<file path="src/rtl/cache_pkg.sv">
// -----------------------------------------------------------------------------
// cache_pkg
// Shared definitions for the cache/memory arbitration slice: arbiter state
// encoding and block geometry. MEM_LAT describes the memory4c read latency and
// is consumed by simulation models only.
// -----------------------------------------------------------------------------
package cache_pkg;

    typedef enum logic [1:0] {
        IDLE    = 2'b00,
        I_FILL  = 2'b01,
        D_FILL  = 2'b10,
        D_WRITE = 2'b11
    } arb_state_e;

    localparam int WORDS     = 8;   // 16-bit words per cache block
    localparam int BLK_OFF_W = 4;   // byte-offset bits within a block
    localparam int MEM_LAT   = 4;   // memory4c enable-to-data_valid cycles

endpackage

</file>
<file path="src/rtl/burst_counter.sv">
// -----------------------------------------------------------------------------
// burst_counter
// Small up-counter used to walk the words of a block burst.
//   clk     : clock, rising edge
//   rst     : synchronous active-high reset, clears the count
//   clr_i   : synchronous clear (wins over inc_i)
//   inc_i   : advance the count by one (wraps after the last word)
//   cnt_o   : current count
//   last_o  : count is at its final value (all ones)
// -----------------------------------------------------------------------------
module burst_counter #(
    parameter int W = 3
) (
    input  logic         clk,
    input  logic         rst,
    input  logic         clr_i,
    input  logic         inc_i,
    output logic [W-1:0] cnt_o,
    output logic         last_o
);

    logic [W-1:0] cnt_q;
    logic [W-1:0] cnt_d;

    always_comb begin
        cnt_d = cnt_q;
        if (clr_i) begin
            cnt_d = '0;
        end else if (inc_i) begin
            cnt_d = cnt_q + 1'b1;
        end
    end

    always_ff @(posedge clk) begin
        if (rst) begin
            cnt_q <= '0;
        end else begin
            cnt_q <= cnt_d;
        end
    end

    assign cnt_o  = cnt_q;
    assign last_o = (cnt_q == {W{1'b1}});

endmodule

</file>
<file path="src/rtl/cache_mem_arbiter.sv">
// -----------------------------------------------------------------------------
// cache_mem_arbiter
// Shares one pipelined memory4c between the I-cache and D-cache fill FSMs.
// Grants one requester at a time (round-robin on ties), issues the 8 reads of
// a block fill back to back, and steers returned words plus their beat index to
// the owning cache. D-cache single-word writes take one cycle.
//
// Ports
//   clk, rst                    clock; synchronous active-high reset
//   i_req, i_addr               I-cache fill request / miss address
//   d_req, d_wr, d_addr,
//   d_wdata                     D-cache request (d_wr=1 write, 0 fill)
//   i_grant, d_grant            which cache currently owns memory
//   i_data_valid, d_data_valid  returned word valid for that cache
//   rdata, beat                 returned word and its index within the block
//   i_done, d_done              one-cycle completion pulses
//   mem_addr, mem_wdata,
//   mem_enable, mem_wr          memory4c request side
//   mem_rdata, mem_data_valid   memory4c response side
//
// State table
//   state   | meaning
//   IDLE    | no owner; arbitrate pending requests
//   I_FILL  | I-cache block fill: issue 8 reads, collect 8 returns
//   D_FILL  | D-cache block fill: issue 8 reads, collect 8 returns
//   D_WRITE | D-cache single-word write, one cycle
// -----------------------------------------------------------------------------
module cache_mem_arbiter #(
    parameter int ADDR_W = 16,
    parameter int DATA_W = 16,
    parameter int WORDS  = cache_pkg::WORDS
) (
    input  logic                       clk,
    input  logic                       rst,
    input  logic                       i_req,
    input  logic [ADDR_W-1:0]          i_addr,
    input  logic                       d_req,
    input  logic                       d_wr,
    input  logic [ADDR_W-1:0]          d_addr,
    input  logic [DATA_W-1:0]          d_wdata,
    output logic                       i_grant,
    output logic                       d_grant,
    output logic                       i_data_valid,
    output logic                       d_data_valid,
    output logic [DATA_W-1:0]          rdata,
    output logic [$clog2(WORDS)-1:0]   beat,
    output logic                       i_done,
    output logic                       d_done,
    output logic [ADDR_W-1:0]          mem_addr,
    output logic [DATA_W-1:0]          mem_wdata,
    output logic                       mem_enable,
    output logic                       mem_wr,
    input  logic [DATA_W-1:0]          mem_rdata,
    input  logic                       mem_data_valid
);

    import cache_pkg::*;

    localparam int CNT_W = $clog2(WORDS);

    arb_state_e                     state_q, state_d;
    logic [ADDR_W-1:BLK_OFF_W]      base_q, base_d;
    logic                           last_d_q, last_d_d;
    logic                           iss_done_q, iss_done_d;

    logic [CNT_W-1:0]               iss_cnt;
    logic [CNT_W-1:0]               ret_cnt;
    logic                           iss_last;
    logic                           ret_last;
    logic                           in_fill;
    logic                           iss_inc;
    logic                           ret_inc;
    logic                           cnt_clr;

    // Fill requests always start at word 0 of the block, so the I-side offset
    // bits carry no information here.
    logic                           unused_i_off;
    assign unused_i_off = ^i_addr[BLK_OFF_W-1:0];

    assign in_fill = (state_q == I_FILL) || (state_q == D_FILL);
    assign iss_inc = in_fill && !iss_done_q;
    // Returns are only counted while a fill owns memory; stray valids left
    // over from an aborted fill land in IDLE and are dropped.
    assign ret_inc = in_fill && mem_data_valid;
    assign cnt_clr = (state_q == IDLE);

    burst_counter #(.W(CNT_W)) u_iss_cnt (
        .clk    (clk),
        .rst    (rst),
        .clr_i  (cnt_clr),
        .inc_i  (iss_inc),
        .cnt_o  (iss_cnt),
        .last_o (iss_last)
    );

    burst_counter #(.W(CNT_W)) u_ret_cnt (
        .clk    (clk),
        .rst    (rst),
        .clr_i  (cnt_clr),
        .inc_i  (ret_inc),
        .cnt_o  (ret_cnt),
        .last_o (ret_last)
    );

    assign i_grant = (state_q == I_FILL);
    assign d_grant = (state_q == D_FILL) || (state_q == D_WRITE);

    always_comb begin
        state_d      = state_q;
        base_d       = base_q;
        last_d_d     = last_d_q;
        iss_done_d   = iss_done_q;

        i_data_valid = 1'b0;
        d_data_valid = 1'b0;
        rdata        = '0;
        beat         = '0;
        i_done       = 1'b0;
        d_done       = 1'b0;
        mem_addr     = '0;
        mem_wdata    = '0;
        mem_enable   = 1'b0;
        mem_wr       = 1'b0;

        case (state_q)
            IDLE: begin
                iss_done_d = 1'b0;
                // On a tie the cache that did not win last time goes first.
                if (i_req && (!d_req || last_d_q)) begin
                    state_d  = I_FILL;
                    base_d   = i_addr[ADDR_W-1:BLK_OFF_W];
                    last_d_d = 1'b0;
                end else if (d_req) begin
                    state_d  = d_wr ? D_WRITE : D_FILL;
                    base_d   = d_addr[ADDR_W-1:BLK_OFF_W];
                    last_d_d = 1'b1;
                end
            end

            I_FILL, D_FILL: begin
                if (!iss_done_q) begin
                    mem_enable = 1'b1;
                    mem_addr   = {base_q, iss_cnt, 1'b0};
                    if (iss_last) begin
                        iss_done_d = 1'b1;
                    end
                end
                // The transaction ignores req from here on: issued reads
                // cannot be recalled, so the fill always runs to the end.
                if (mem_data_valid) begin
                    rdata = mem_rdata;
                    beat  = ret_cnt;
                    if (state_q == I_FILL) begin
                        i_data_valid = 1'b1;
                    end else begin
                        d_data_valid = 1'b1;
                    end
                    if (ret_last) begin
                        if (state_q == I_FILL) begin
                            i_done = 1'b1;
                        end else begin
                            d_done = 1'b1;
                        end
                        state_d = IDLE;
                    end
                end
            end

            D_WRITE: begin
                mem_enable = 1'b1;
                mem_wr     = 1'b1;
                mem_addr   = d_addr;
                mem_wdata  = d_wdata;
                d_done     = 1'b1;
                state_d    = IDLE;
            end

            default: begin
                state_d = IDLE;
            end
        endcase
    end

    always_ff @(posedge clk) begin
        if (rst) begin
            state_q    <= IDLE;
            base_q     <= '0;
            last_d_q   <= 1'b0;
            iss_done_q <= 1'b0;
        end else begin
            state_q    <= state_d;
            base_q     <= base_d;
            last_d_q   <= last_d_d;
            iss_done_q <= iss_done_d;
        end
    end

endmodule

</file>
<file path="config.mk">
export PLATFORM = sky130hd
export DESIGN_NAME = cache_mem_arbiter
export DESIGN_NICKNAME = d
export VERILOG_FILES = /design/src/rtl/cache_pkg.sv /design/src/rtl/burst_counter.sv /design/src/rtl/cache_mem_arbiter.sv
export SDC_FILE = /design/constraint.sdc
export NUM_CORES = 1
export LEC_CHECK = 0
export ABC_AREA = 0
export CORE_MARGIN = 2
export CORE_UTILIZATION = 30
export DETAILED_ROUTE_END_ITERATION = 12
export GPL_TIMING_DRIVEN = 0
export PLACE_DENSITY = 0.81
export REMOVE_ABC_BUFFERS = 1
export SYNTH_ARGS = -nofsm -noshare
export SYNTH_HDL_FRONTEND = slang
export SYNTH_SLANG_ARGS = --single-unit
</file>
<file path="constraint.sdc">
create_clock -name clk -period 1.5 [get_ports clk]
set_input_delay 0.15 -clock clk [delete_from_list [all_inputs] [get_ports clk]]
set_output_delay 0.15 -clock clk [all_outputs]
set_load 0.03 [all_outputs]
</file>
Fig. 1: run 1, floorplan with the power grid
Scale bar: 20 um. Pins as bars on the die edge.
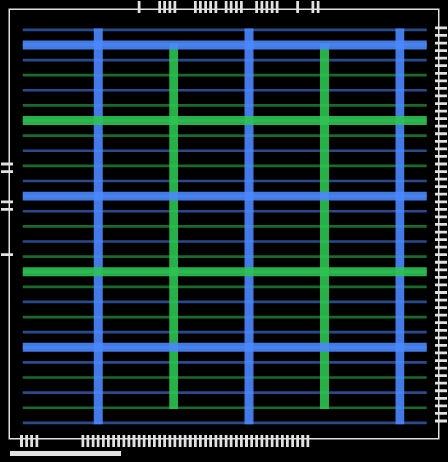
- VSS: blue
- VDD: green
- signal pins: 129
- met5 straps: 5
- rows: 26

Fig. 2: run 1, local utilization
Scale bar: 20 um. The die is cut into 8 by 8 equal tiles; black is low, pale yellow is high, 0 to 100% covered.
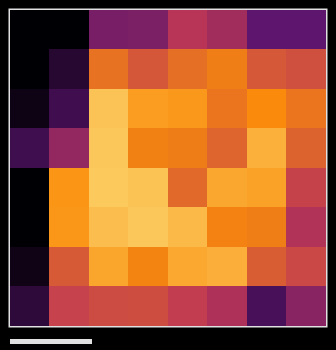
- nearly empty tiles: 7.8%
- mean over tiles: 54%
- fullest tile: 88%
- tiles over 75% full: 27%
- densest ninth of the die: center
- emptiest ninth of the die: upper left

Fig. 3: run 1, routing congestion
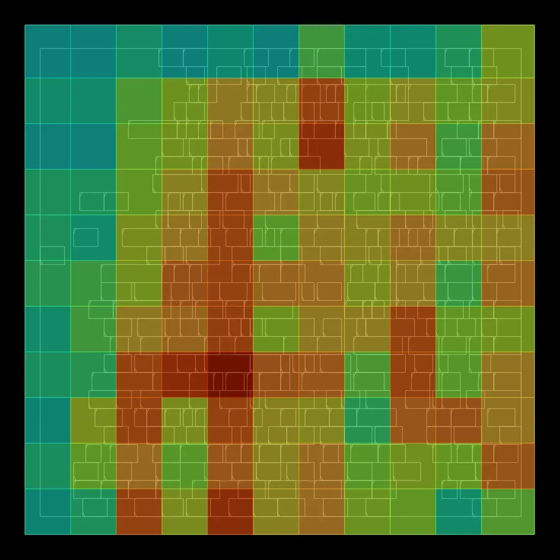
met3 usage: 5.18%
met1 capacity usage during global routing: 24.2%
GRT Overall Usage: 21.8%
met2 GRT Util: 41.2%

Fig. 4: run 1, cells colored by class
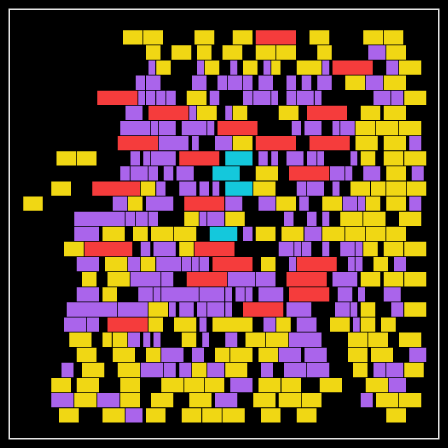
- combinational and other logic: purple (cells 172)
- clock drivers and dummy loads: cyan (cells 4)
- other buffers and delay cells: yellow (cells 147)
- flops: red (cells 22)

==> metrics.cfg, run 1 <==
[global_route]
antenna_found_initial = 0
grt_max_degree = 26
grt_most_used_layer = met2
grt_pass1_wl_mm = 10.6
grt_pass1_vias = 2119
gr-total-overflow = 0

[cells_and_area]
comb_cells = 168
comb_area_um2 = 1230
num-clock-buffers = 4
area_growth_pct = 106
fin_cells = 415
fin_util_pct = 64.1
largest_class = non-clock buffers
regMostFlops = base_q
drive_above_1_share_pct = 38.0
n_all_inverters = 4
seq_area_share_pct = 13.6
seq_area_um2 = 448
comb_area_share_pct = 37.3
buffer_area_share_pct = 44.1
lay_top_cells = clkdlybuf4s50_1 (62), buf_6 (47), nor2_1 (36)
fill_cells = 438
fin_area_um2 = 3290
ff_count = 22
buffers_excl_clock = 147
clkCellAreaFrac_pct = 1.67
n_antenna_cell = 0
layout_top_cell = clkdlybuf4s50_1

[pwr]
ir_drop_mv = 0.824
p_per_area_nw_per_um2 = 1500
switchingPower_uw = 2160
clock_power_share_pct = 8.9
pwr-share-seq_pct = 17.2
p_leak_uw = 0.00139
clk-power_uw = 441
swShare_pct = 43.6
largestPowerGroup = combinational cells
totalPowerFinal_uw = 4950
p_seq_uw = 852
p_int_uw = 2790
p_comb_uw = 3650

[synth]
synthTopCellsByArea = dfxtp_1 (28%), nor2_1 (8.5%), and3_1 (7.8%), a311oi_1 (7.1%), a22oi_1 (7.0%)
yosysCellCount = 216
common_cells = nor2_1 (36), dfxtp_1 (22), and3_1 (20)
synthTopLogicFamily = simple AND/OR/NAND/NOR gates
edf_count = 0
synth_flops = 22
adder_share_pct = 7.04
ys_sh_xor_pct = 1.10
netlist_area_um2 = 1600
async_flop_share_pct = 0
ys_chip_area_um2 = 1600
synthFlopType = dfxtp_1
yosysWarnings = 0
compound_area_share_pct = 22.8
postSynthCellCount = 216
simple_gate_share_pct = 33.3
top_area_share_pct = 27.5
ys_seq_share_pct = 27.5
synthDistinctLibCells = 33
yosys.cell_count.top_type = nor2_1

[drt]
vias = 2139
dr.pass1.iters = 4
ant_nets = 0
routedWlPerCell_um = 16.5
drt_iter0_markers = 128
vias_per_cell = 5.15
drc = 0
drt-total-wl_mm = 6.85
m1WireLength_mm = 2.60
dr_wl_met2_mm = 3.65

[clocking]
post_cts_buffers = 17
postCtsResizedCells = 387
cts_hold_buf = 0
tritoncts = yes
clock-sinks = 22
cts-root-buf = clkbuf_8
path_clk_slew_ps = 90
htree_levels = 1
cts_max_path_buffers = 2

[place]
place_congestion = 0.744
hpwl_mm = 4.34
dp.cells = 388
place_area_um2 = 2830
io_buffers = 124

[hold_path]
min_from = i_req
hp-class = in -> reg
whs_path_depth = 2
min_delay_worst_endpoint = last_d_q

[job]
warning_count = 35
drv_cap = 0

[setup_path]
r2r_end = state_q[0]
crit_type = reg -> out
cp_top_family = flip-flops
r2r_cells = 6
path_depth = 7
cpMaxStageDelayCell = dfxtp_4
crit_path_frequent_cell = buf_4
crit_chain = inv_4 > ha_4 > buf_4 > and2_4 > nand3b_1 > a21oi_1 > buf_4
rr_startpoint = state_q[0]
cp-startpoint = state_q[0]
crit_buf_inv = 3
r2r_slack_ps = -310
critPathCaptureType = output port
crit_required_ps = 1350
path_max_fanout = 6
crit_path_end = d_done
slowest_delay_ps = 390
cp_data_arrival_time_ps = 1720

[run_status]
outcome = finished, violations left
violations = negative setup slack

[timing]
fmax_mhz = 536
worstMarginPinSlew_ps = 769
finalSetupViolCount = 57
finalMaxSlewViolations = 0
relSlewSlack_pct = 48.8
period_used_pct = 124
rsz0062_at_grt = true
fin_crit_ps = 1870
timing.hold.ws_ps = 426
setup_slack_ps = -367
setup_tns_ps = -13210
fin_skew_ps = 3.25

[floorplanning]
die.size.y_um = 77.0
nWellTaps = 70
core_util_floorplan_pct = 31.1
core_um2 = 5140
die-width_um = 77.0
io_pins = 129
rows = 26

==> run 2: changes to the inputs <==
Settings changed: ABC_AREA 0 to not set.
Fig. 5: run 2, nets reached from selected ports
Scale bar: 20 um.
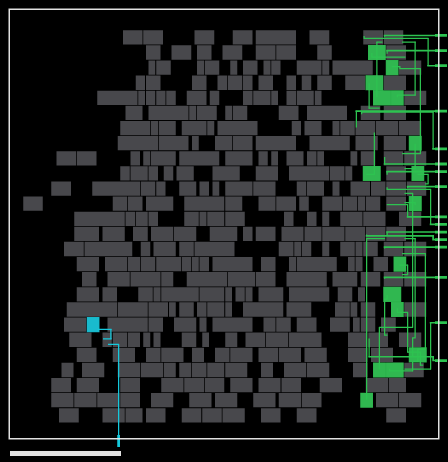
- d_wdata: green (direction input; edge right; end cells 16; wire 438 um)
- i_data_valid: cyan (direction output; edge bottom; end cells 1; wire 23.7 um)

Fig. 6: run 2, local utilization
Scale bar: 20 um. The die is cut into 8 by 8 equal tiles; black is low, pale yellow is high, 0 to 100% covered.
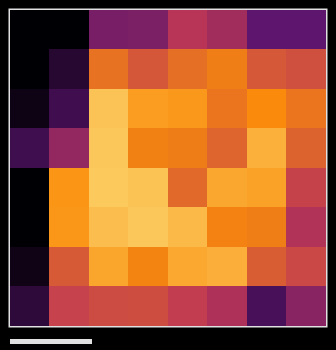
- densest ninth of the die: center
- emptiest ninth of the die: upper left
- nearly empty tiles: 7.8%
- mean over tiles: 54%
- fullest tile: 88%
core area: 5140 um^2
Finished Core Util: 64.1%
FP Core Util: 31.1%

==> metrics.cfg, run 2 <==
[pwr]
p_per_area_nw_per_um2 = 1500
ir_drop_mv = 0.824
p_leak_uw = 0.00139
p_comb_uw = 3650
p_seq_uw = 852
swShare_pct = 43.6
totalPowerFinal_uw = 4950
largestPowerGroup = combinational cells
clk-power_uw = 441
p_int_uw = 2790
clock_power_share_pct = 8.9
switchingPower_uw = 2160
pwr-share-seq_pct = 17.2

[synth]
adder_share_pct = 7.04
ys_sh_xor_pct = 1.10
yosysWarnings = 0
postSynthCellCount = 216
netlist_area_um2 = 1600
yosys.cell_count.top_type = nor2_1
synthFlopType = dfxtp_1
edf_count = 0
ys_seq_share_pct = 27.5
synthDistinctLibCells = 33
simple_gate_share_pct = 33.3
synthTopCellsByArea = dfxtp_1 (28%), nor2_1 (8.5%), and3_1 (7.8%), a311oi_1 (7.1%), a22oi_1 (7.0%)
async_flop_share_pct = 0
synthTopLogicFamily = simple AND/OR/NAND/NOR gates
yosys.area.top_type = dfxtp_1
compound_area_share_pct = 22.8
common_cells = nor2_1 (36), dfxtp_1 (22), and3_1 (20)
synth_flops = 22
ys_chip_area_um2 = 1600
top_area_share_pct = 27.5
yosysCellCount = 216

[place]
hpwl_mm = 4.34
place_area_um2 = 2830
dp.cells = 388
io_buffers = 124
place_congestion = 0.744

[global_route]
use_met1_pct = 24.2
grt_max_degree = 26
grt_most_used_layer = met2
grt_pass1_wl_mm = 10.6
grt_use_met2_pct = 41.2
antenna_found_initial = 0
track_usage_pct = 21.8
gr-total-overflow = 0
grtUsageMet3_pct = 5.18
grt_pass1_vias = 2119

[drt]
highest_layer = met4
vias = 2139
drc = 0
wl_met3_um = 505
routedWlPerCell_um = 16.5
ant_nets = 0
drt_iter0_markers = 128
vias_per_cell = 5.15
dr_wl_met2_mm = 3.65
drt-total-wl_mm = 6.85
dr.pass1.iters = 4
m1WireLength_mm = 2.60

[setup_path]
r2r_cells = 6
cpMaxStageDelayCell = dfxtp_4
crit_required_ps = 1350
crit_chain = inv_4 > ha_4 > buf_4 > and2_4 > nand3b_1 > a21oi_1 > buf_4
cp-startpoint = state_q[0]
rr_startpoint = state_q[0]
crit_buf_inv = 3
path_max_fanout = 6
slowest_delay_ps = 390
crit_path_frequent_cell = buf_4
r2r_slack_ps = -310
start_kind = flop
crit_path_end = d_done
critPathCaptureType = output port
cp_top_family = flip-flops
r2r_end = state_q[0]
crit_type = reg -> out
cp_data_arrival_time_ps = 1720
path_depth = 7

[clocking]
clock-sinks = 22
postCtsResizedCells = 387
cts_max_path_buffers = 2
clkLatencyLatePin_ps = 260
tritoncts = yes
post_cts_buffers = 17
cts-root-buf = clkbuf_8
path_clk_slew_ps = 90
cts_hold_buf = 0
htree_levels = 1
cts_buffers = 3

[cells_and_area]
comb_area_um2 = 1230
fill_cells = 438
clkCellAreaFrac_pct = 1.67
largest_class = non-clock buffers
area_growth_pct = 106
regMostFlops = base_q
layout_top_cell = clkdlybuf4s50_1
buffer_area_share_pct = 44.1
fin_area_um2 = 3290
num-clock-buffers = 4
comb_area_share_pct = 37.3
comb_cells = 168
seq_area_um2 = 448
buffers_excl_clock = 147
ff_count = 22
fin_cells = 415
lay_top_cells = clkdlybuf4s50_1 (62), buf_6 (47), nor2_1 (36)
n_antenna_cell = 0
seq_area_share_pct = 13.6
drive_above_1_share_pct = 38.0
n_all_inverters = 4

[timing]
finalMaxSlewViolations = 0
rsz0062_at_grt = true
worstMarginPinSlew_ps = 769
fin_skew_ps = 3.25
setup_slack_ps = -367
fin_crit_ps = 1870
relSlewSlack_pct = 48.8
timing.hold.ws_ps = 426
finalSetupViolCount = 57
period_used_pct = 124
fmax_mhz = 536
setup_tns_ps = -13210

[job]
warning_count = 35
drv_cap = 0

[hold_path]
min_delay_worst_endpoint = last_d_q
min_from = i_req
whs_path_depth = 2
hp-class = in -> reg

[floorplanning]
rows = 26
die.size.y_um = 77.0
die-width_um = 77.0
dieArea_um2 = 5930
io_pins = 129
nWellTaps = 70

[run_status]
outcome = finished, violations left
violations = negative setup slack

Fig. 7: run 2, cells colored by class
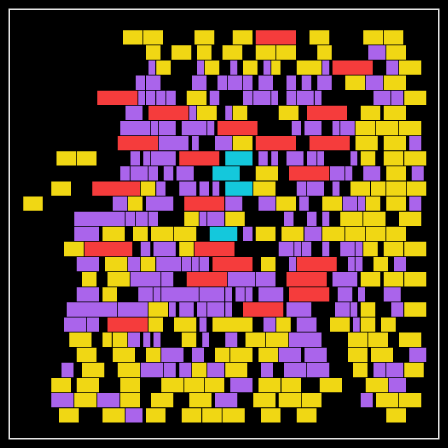

==> run 3: changes to the inputs <==
Settings changed: CAP_MARGIN set to 5.
Fig. 8: run 3, cells colored by class
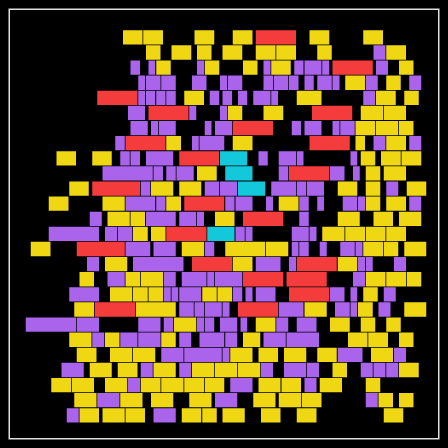
- other buffers and delay cells: yellow (cells 152)
- flops: red (cells 22)
- clock drivers and dummy loads: cyan (cells 4)
- combinational and other logic: purple (cells 172)

==> metrics.cfg, run 3 <==
[drt]
drt_iter0_markers = 104
m1WireLength_mm = 2.66
drc = 0
vias = 2171
highest_layer = met4
drt-total-wl_mm = 7.01
wl_met3_um = 605
dr_wl_met2_mm = 3.68

[setup_path]
cp_top_family = flip-flops
crit_path_end = mem_addr[12]
r2r_slack_ps = -350
rr_startpoint = state_q[0]
path_depth = 7
cp-startpoint = state_q[0]
r2r_cells = 7
crit_chain = inv_4 > ha_4 > nor2b_4 > buf_6 > a22oi_2 > nor2_1 > buf_4
cpMaxStageDelayCell = dfxtp_4
start_kind = flop
slowest_delay_ps = 390

[synth]
synthTopLogicFamily = simple AND/OR/NAND/NOR gates
postSynthCellCount = 216
adder_share_pct = 7.04
ys_sh_xor_pct = 1.10
edf_count = 0
async_flop_share_pct = 0
common_cells = nor2_1 (36), dfxtp_1 (22), and3_1 (20)
synthFlopType = dfxtp_1
netlist_area_um2 = 1600
synthTopCellsByArea = dfxtp_1 (28%), nor2_1 (8.5%), and3_1 (7.8%), a311oi_1 (7.1%), a22oi_1 (7.0%)
yosys.cell_count.top_type = nor2_1
ys_chip_area_um2 = 1600
synth_flops = 22
yosysCellCount = 216
simple_gate_share_pct = 33.3

[clocking]
clkLatencyLatePin_ps = 260
htree_levels = 1
cts-root-buf = clkbuf_8
tritoncts = yes
cts_max_path_buffers = 2
post_cts_buffers = 27

[hold_path]
min_from = i_addr[10]

[place]
place_congestion = 0.744

[timing]
setup_slack_ps = -375
finalMaxSlewViolations = 0
finalSetupViolCount = 61
timing.hold.ws_ps = 485

[pwr]
p_leak_uw = 0.00142
clock_power_share_pct = 8.2
totalPowerFinal_uw = 5330
p_comb_uw = 4030
swShare_pct = 43.2
p_seq_uw = 857
largestPowerGroup = combinational cells
p_int_uw = 3020
p_per_area_nw_per_um2 = 1590
pwr-share-seq_pct = 16.1

[cells_and_area]
buffers_excl_clock = 152
drive_above_1_share_pct = 37.1
largest_class = non-clock buffers
clkCellAreaFrac_pct = 1.65
n_all_inverters = 4
seq_area_share_pct = 13.4
comb_area_um2 = 1240
fill_cells = 431
area_growth_pct = 109
fin_cells = 420
num-clock-buffers = 4

[run_status]
outcome = finished, violations left
violations = negative setup slack

[floorplanning]
die-width_um = 77.0
die.size.y_um = 77.0
core_util_floorplan_pct = 31.1
core_um2 = 5140

[global_route]
gr-total-overflow = 0
track_usage_pct = 22.4
grt_use_met2_pct = 41.2

[job]
warning_count = 35

Fig. 9: run 3, local utilization
Scale bar: 20 um. The die is cut into 8 by 8 equal tiles; black is low, pale yellow is high, 0 to 100% covered.
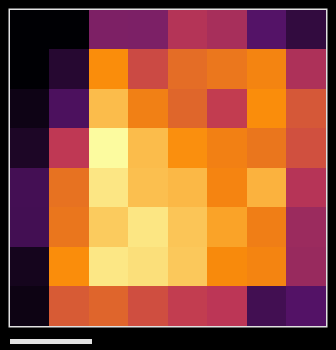
- fullest tile: 99%
- nearly empty tiles: 4.7%
- mean over tiles: 55%

Power figures rest on the tool's default switching activity, not on a simulated workload.
